### src/rtl/sigdel_pkg.sv
// Shared constants and types for the sigma-delta modulator slice.
package sigdel_pkg;

    localparam int SIGDEL_W     = 16;
    localparam int SIGDEL_DEPTH = 8;

    typedef logic [SIGDEL_W-1:0] sigdel_sample_t;

    function automatic int level_width(input int depth);
        return $clog2(depth) + 1;
    endfunction

endpackage

### src/rtl/sigdel_fifo.sv
// Synchronous sample FIFO; the read register only updates on a pop, so it
// doubles as the modulator's held sample.
module sigdel_fifo
    import sigdel_pkg::*;
#(
    parameter int W     = SIGDEL_W,
    parameter int DEPTH = SIGDEL_DEPTH
) (
    input  logic                      clk,
    input  logic                      rst,
    input  logic                      push,
    input  logic [W-1:0]              push_data,
    input  logic                      pop,
    output logic [W-1:0]              head_data,
    output logic [level_width(DEPTH)-1:0] level,
    output logic                      full,
    output logic                      empty
);

    localparam int AW = $clog2(DEPTH);
    localparam logic [AW:0] FULL_LEVEL = (AW+1)'(DEPTH);

    logic [W-1:0]  mem [DEPTH];
    logic [AW-1:0] wr_ptr_reg;
    logic [AW-1:0] rd_ptr_reg;
    logic [AW:0]   level_reg;
    logic [W-1:0]  head_reg;
    logic          push_ok;
    logic          pop_ok;

    assign full    = (level_reg == FULL_LEVEL);
    assign empty   = (level_reg == '0);
    assign push_ok = push && !full;
    assign pop_ok  = pop && !empty;

    always_ff @(posedge clk) begin
        if (push_ok) begin
            mem[wr_ptr_reg] <= push_data;
        end
    end

    // Pop reads pre-edge contents only, so a same-cycle push is never bypassed.
    always_ff @(posedge clk) begin
        if (rst) begin
            wr_ptr_reg <= '0;
            rd_ptr_reg <= '0;
            level_reg  <= '0;
            head_reg   <= '0;
        end else begin
            if (push_ok) begin
                wr_ptr_reg <= wr_ptr_reg + AW'(1);
            end
            if (pop_ok) begin
                rd_ptr_reg <= rd_ptr_reg + AW'(1);
                head_reg   <= mem[rd_ptr_reg];
            end
            case ({push_ok, pop_ok})
                2'b10:   level_reg <= level_reg + (AW+1)'(1);
                2'b01:   level_reg <= level_reg - (AW+1)'(1);
                default: level_reg <= level_reg;
            endcase
        end
    end

    assign head_data = head_reg;
    assign level     = level_reg;

endmodule

### src/rtl/sigdel_modulator.sv
// First-order sigma-delta DAC modulator fed from a sample FIFO.
// Optional saturating underrun counter enabled by SIGDEL_UNDERRUN_CNT_EN.
module sigdel_modulator
    import sigdel_pkg::*;
#(
    parameter int W     = SIGDEL_W,
    parameter int DEPTH = SIGDEL_DEPTH
) (
    input  logic                          clk,
    input  logic                          rst,
    input  logic                          ena,
    input  logic                          sample_strobe,
    input  logic [W-1:0]                  in_data,
    input  logic                          in_valid,
    output logic                          in_ready,
    output logic [level_width(DEPTH)-1:0] fifo_level,
    output logic                          dac_out,
    output logic                          underrun
`ifdef SIGDEL_UNDERRUN_CNT_EN
    ,
    output logic [15:0]                   underrun_count
`endif
);

    logic [W-1:0] cur_sample;
    logic [W-1:0] acc_reg;
    logic [W:0]   sum;
    logic         dac_reg;
    logic         underrun_reg;
    logic         underrun_next;
    logic         strobe_act;
    logic         push;
    logic         pop;
    logic         fifo_full;
    logic         fifo_empty;

    assign in_ready      = !fifo_full;
    assign push          = in_valid && in_ready;
    assign strobe_act    = ena && sample_strobe;
    assign pop           = strobe_act && !fifo_empty;
    assign underrun_next = strobe_act && fifo_empty;

    sigdel_fifo #(
        .W     (W),
        .DEPTH (DEPTH)
    ) u_fifo (
        .clk       (clk),
        .rst       (rst),
        .push      (push),
        .push_data (in_data),
        .pop       (pop),
        .head_data (cur_sample),
        .level     (fifo_level),
        .full      (fifo_full),
        .empty     (fifo_empty)
    );

    // Carry out of the accumulator is the output bit.
    assign sum = {1'b0, acc_reg} + {1'b0, cur_sample};

    always_ff @(posedge clk) begin
        if (rst) begin
            acc_reg      <= '0;
            dac_reg      <= 1'b0;
            underrun_reg <= 1'b0;
        end else begin
            underrun_reg <= underrun_next;
            if (ena) begin
                acc_reg <= sum[W-1:0];
                dac_reg <= sum[W];
            end
        end
    end

    assign dac_out  = dac_reg;
    assign underrun = underrun_reg;

`ifdef SIGDEL_UNDERRUN_CNT_EN
    logic [15:0] underrun_count_reg;

    always_ff @(posedge clk) begin
        if (rst) begin
            underrun_count_reg <= '0;
        end else if (underrun_next && underrun_count_reg != 16'hFFFF) begin
            underrun_count_reg <= underrun_count_reg + 16'd1;
        end
    end

    assign underrun_count = underrun_count_reg;
`endif

endmodule

### config.mk
export PLATFORM = sky130hd
export DESIGN_NAME = sigdel_modulator
export DESIGN_NICKNAME = d
export VERILOG_FILES = /design/src/rtl/sigdel_pkg.sv /design/src/rtl/sigdel_fifo.sv /design/src/rtl/sigdel_modulator.sv
export SDC_FILE = /design/constraint.sdc
export NUM_CORES = 1
export LEC_CHECK = 0
export ABC_AREA = 1
export CORE_MARGIN = 4
export CORE_UTILIZATION = 34
export DETAILED_ROUTE_END_ITERATION = 16
export PLACE_DENSITY_LB_ADDON = 0.1
export REMOVE_ABC_BUFFERS = 1
export SLEW_MARGIN = 15
export SYNTH_ARGS = -nofsm -noshare
export SYNTH_HDL_FRONTEND = slang
export SYNTH_SLANG_ARGS = --single-unit
### constraint.sdc
create_clock -name clk -period 2.4 [get_ports clk]
set_clock_uncertainty 0.15 [all_clocks]
set_input_delay 0.48 -clock clk [delete_from_list [all_inputs] [get_ports clk]]
set_output_delay 0.48 -clock clk [all_outputs]
set_load 0.02 [all_outputs]
==> out/qor.yml, run 1 <==
regArea_sq_um: 4730
path_buffers: 1
drive_gt1_share_pct: 8.07
reg2reg_to: "u_fifo.level[3]"
regToRegSetupSlack_ns: 0.28
ys_sh_mux_pct: 0
holdBufCountCts: 0
synthArstFlopShare_pct: 0
clock_buffers: 17
n_fill_cell: 2131
warning_count: 26
start_kind: "register"
min-delay-start: "u_fifo.head_data[13]"
power_leakage_uw: 0.00349
post_cts_resized: 0
grt_overflow: 0
adder_share_pct: 3.69
seq_area_frac_synth_pct: 61.7
seq_cells: 172
worstSetupStartpoint: "u_fifo.level[1]"
worstSetupPathType: "register to primary output"
vias: 5404
ff2ff_path_depth: 13
mostFrequentLayoutCell: "nor2_1"
dieArea_sq_um: 25000
whs_path_depth: 2
clk_path_buf_depth: 2
power_uw: 7260
cts_setup_buffers: 0
post_dp_cell_area_sq_um: 8370
fp_util_pct: 34.9
sh_seq_area_pct: 52.7
ys_cells: 775
path_delay_family: "buffers and inverters"
worst_pin_slew_ns: 0.432
n_all_buffers: 58
crit_arrival_ns: 1.63
inverters: 67
hold_slack_ns: 0.327
via_per_inst: 4.87
cpPeakStageDelay_ns: 0.61
wl_mm: 18.2
slowest_stage: "clkdlybuf4s50_1"
critPathRequiredTime_ns: 1.77
ant_nets: 0
status: "completed"
synthesis.area_sq_um: 7660
path_cells: "nor2_1, nand3_1, clkdlybuf4s50_1"
## run 1: kinds of logic after synthesis
family,Yosys count
xor+xnor,10
compound gates,144
simple gates,325
fa+ha+maj,22
flops,172
buf+inv,102
## run 1: worst min-delay path, stage by stage (launching register included)
cell and delay, ns:
dfxtp_1 0.31, nand2_1 0.06, a21oi_1 0.06
## run 1: metal layers
metal	global-route usage (%)	wire length, um	share of wire, %
met1	19.9	8520	47
met2	25.8	9070	50
met3	3.31	411	2.3
met4	4.06	204	1.1
met5	0	0	0
## run 1: power groups by stage
stage / Combinational (uW) / Sequential, uW / Clock [uW]
5_1_grt: 1250 / 3430 / 2960
6_report: 1090 / 3410 / 2760
4_1_cts: 1120 / 3410 / 2830
2_1_floorplan: 586 / 3520 / 0
3_3_place_gp: 1090 / 3480 / 0
3_5_place_dp: 1110 / 3480 / 0
**Run 1: PDN straps and rails**

Bar = 50 um. Pins as bars on the die edge. Tap cells in gray.
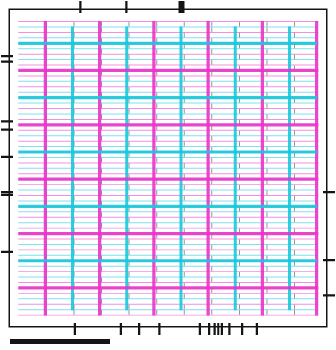
VSS -> magenta
VDD -> cyan
met4 straps = 11
tap cells = 280
Peak VDD IR: 439 uV
Core Area: 22,000 sq um
die width: 158 um
Die Height: 158 um

**Run 1: cells colored by class**

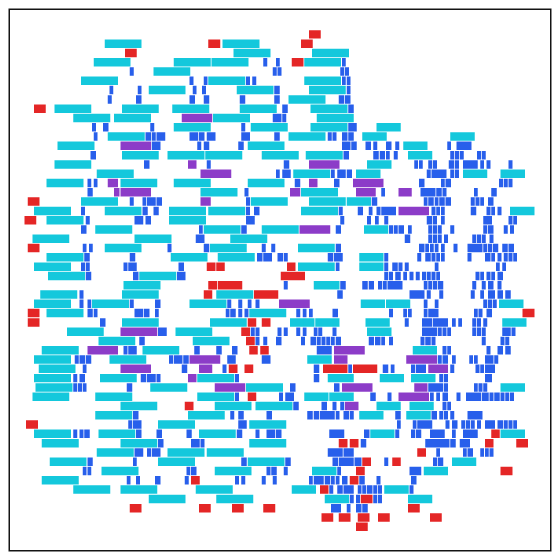
registers -> cyan  # cells 172
remaining logic cells -> blue  # cells 568
remaining buffers and delay cells -> red  # cells 58
clock drivers and dummy loads -> purple  # cells 32

**Run 1: clock wires, drivers and flops**

Bar = 50 um.
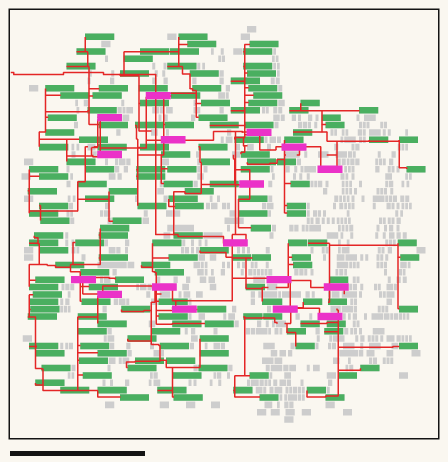
clock wires -> red  # length 2,110 um
flip-flops -> green  # count 172
clock-net drivers -> magenta  # count 17
routed clock nets = 18
flops lie = spread over the die
clock network power: 2760 uW
Latency at later pin: 0.43 ns
Clk pwr share: 38.0%

==> inputs of run 2 (changes only) <==
--- a/config.mk
+++ b/config.mk
@@ -8,6 +8,7 @@
 export ABC_AREA = 1
 export CORE_MARGIN = 4
 export CORE_UTILIZATION = 34
+export CTS_BUF_LIST = sky130_fd_sc_hd__clkbuf_4 sky130_fd_sc_hd__clkbuf_8 sky130_fd_sc_hd__clkbuf_16
 export DETAILED_ROUTE_END_ITERATION = 16
 export PLACE_DENSITY_LB_ADDON = 0.1
 export REMOVE_ABC_BUFFERS = 1
**Run 2: clock wires, drivers and flops**

Bar = 50 um.
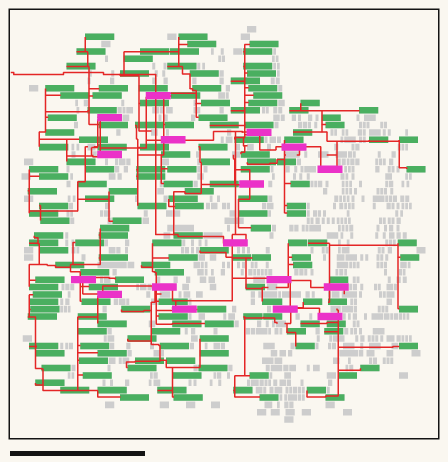
flip-flops -> green  # count 172
clock-net drivers -> magenta  # count 17
clock wires -> red  # length 2,110 um
routed clock nets = 18
flops lie = spread over the die

==> run 2 against run 1 <==
  * Highest routed layer unchanged
  * Final cell count unchanged
  * Non-clock buffer count unchanged
  * Sequential cell count stayed put
  * Largest cell class unchanged
==> out/qor.yml, run 2 <==
grt_overflow: 0  # unchanged
power_frac_clock_pct: 38.0  # about the same
dr_wl_met2_mm: 9.07  # unchanged
die_x_um: 158  # unchanged
ff2ff_path_depth: 13  # unchanged
reg2reg_to: "u_fifo.level[3]"
inverters: 67  # unchanged
n_all_buffers: 58  # unchanged
path_cells: "nor2_1, nand3_1, clkdlybuf4s50_1"
drive_gt1_share_pct: 8.07  # unchanged
via_per_inst: 4.87  # unchanged
worstSetupPathType: "register to primary output"
adder_share_pct: 3.69  # unchanged
grt_use_met1_pct: 19.9  # unchanged
regToRegSetupSlack_ns: 0.28  # about the same
cts_setup_buffers: 0  # unchanged
route.met3.wl_um: 411  # unchanged
n_fill_cell: 2131  # unchanged
status: "completed"
path_delay_family: "buffers and inverters"
min-delay-start: "u_fifo.head_data[13]"
die_y_um: 158  # unchanged
synthArstFlopShare_pct: 0  # unchanged
cpPeakStageDelay_ns: 0.61  # about the same
holdBufCountCts: 0  # unchanged
top_layer: "met4"
ys_sh_mux_pct: 0  # unchanged
sh_seq_area_pct: 52.7  # unchanged
worstSetupStartpoint: "u_fifo.level[1]"
dieArea_sq_um: 25000  # unchanged
warning_count: 26  # unchanged
post_cts_resized: 0  # unchanged
core_area_sq_um: 22000  # unchanged
synthesis.area_sq_um: 7660  # unchanged
slowest_stage: "clkdlybuf4s50_1"
clock_buffers: 17  # unchanged
seq_area_frac_synth_pct: 61.7  # unchanged
ant_nets: 0  # unchanged
ys_cells: 775  # unchanged
path_buffers: 1  # unchanged
**Run 2: signal wires by layer**

Bar = 50 um. Only two layers are drawn.
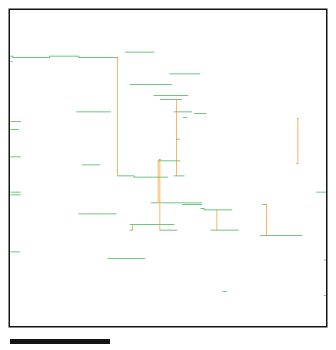
M4 -> orange  # wire length 205 um
M3 -> green  # wire length 411 um
Global Route Usage Sum: 15.3%
Total Wirelength: 18.2 mm
wire length per cell: 16.4 um
vias: 5,404

-- run 2: cell counts in the layout (fill, tap and decap cells not counted) --
No cell type changed its count.
-- run 2: per-stage QoR --
step	util, %	setup WS (ns)	total power (uW)	cells	instance area (sq um)
2_1_floorplan	-	-0.565	4110	740	7450
3_3_place_gp	38.1	0.0122	4570	1078	8370
3_5_place_dp	38.1	-0.145	4590	1078	8370
4_1_cts	40.8	0.123	7360	1110	8970
5_1_grt	40.8	0.0412	7640	1110	8970
6_report	40.8	0.138	7260	1110	8970
-- run 2: power by group through the flow --
stage	Sequential (uW)	Clock [uW]	Combinational, uW
global placement	3480	0	1090
global route	3430	2960	1250
detailed placement	3480	0	1110
finish	3410	2760	1090
floorplan	3520	0	586
CTS	3410	2830	1120
Power and IR drop assume default switching activity.
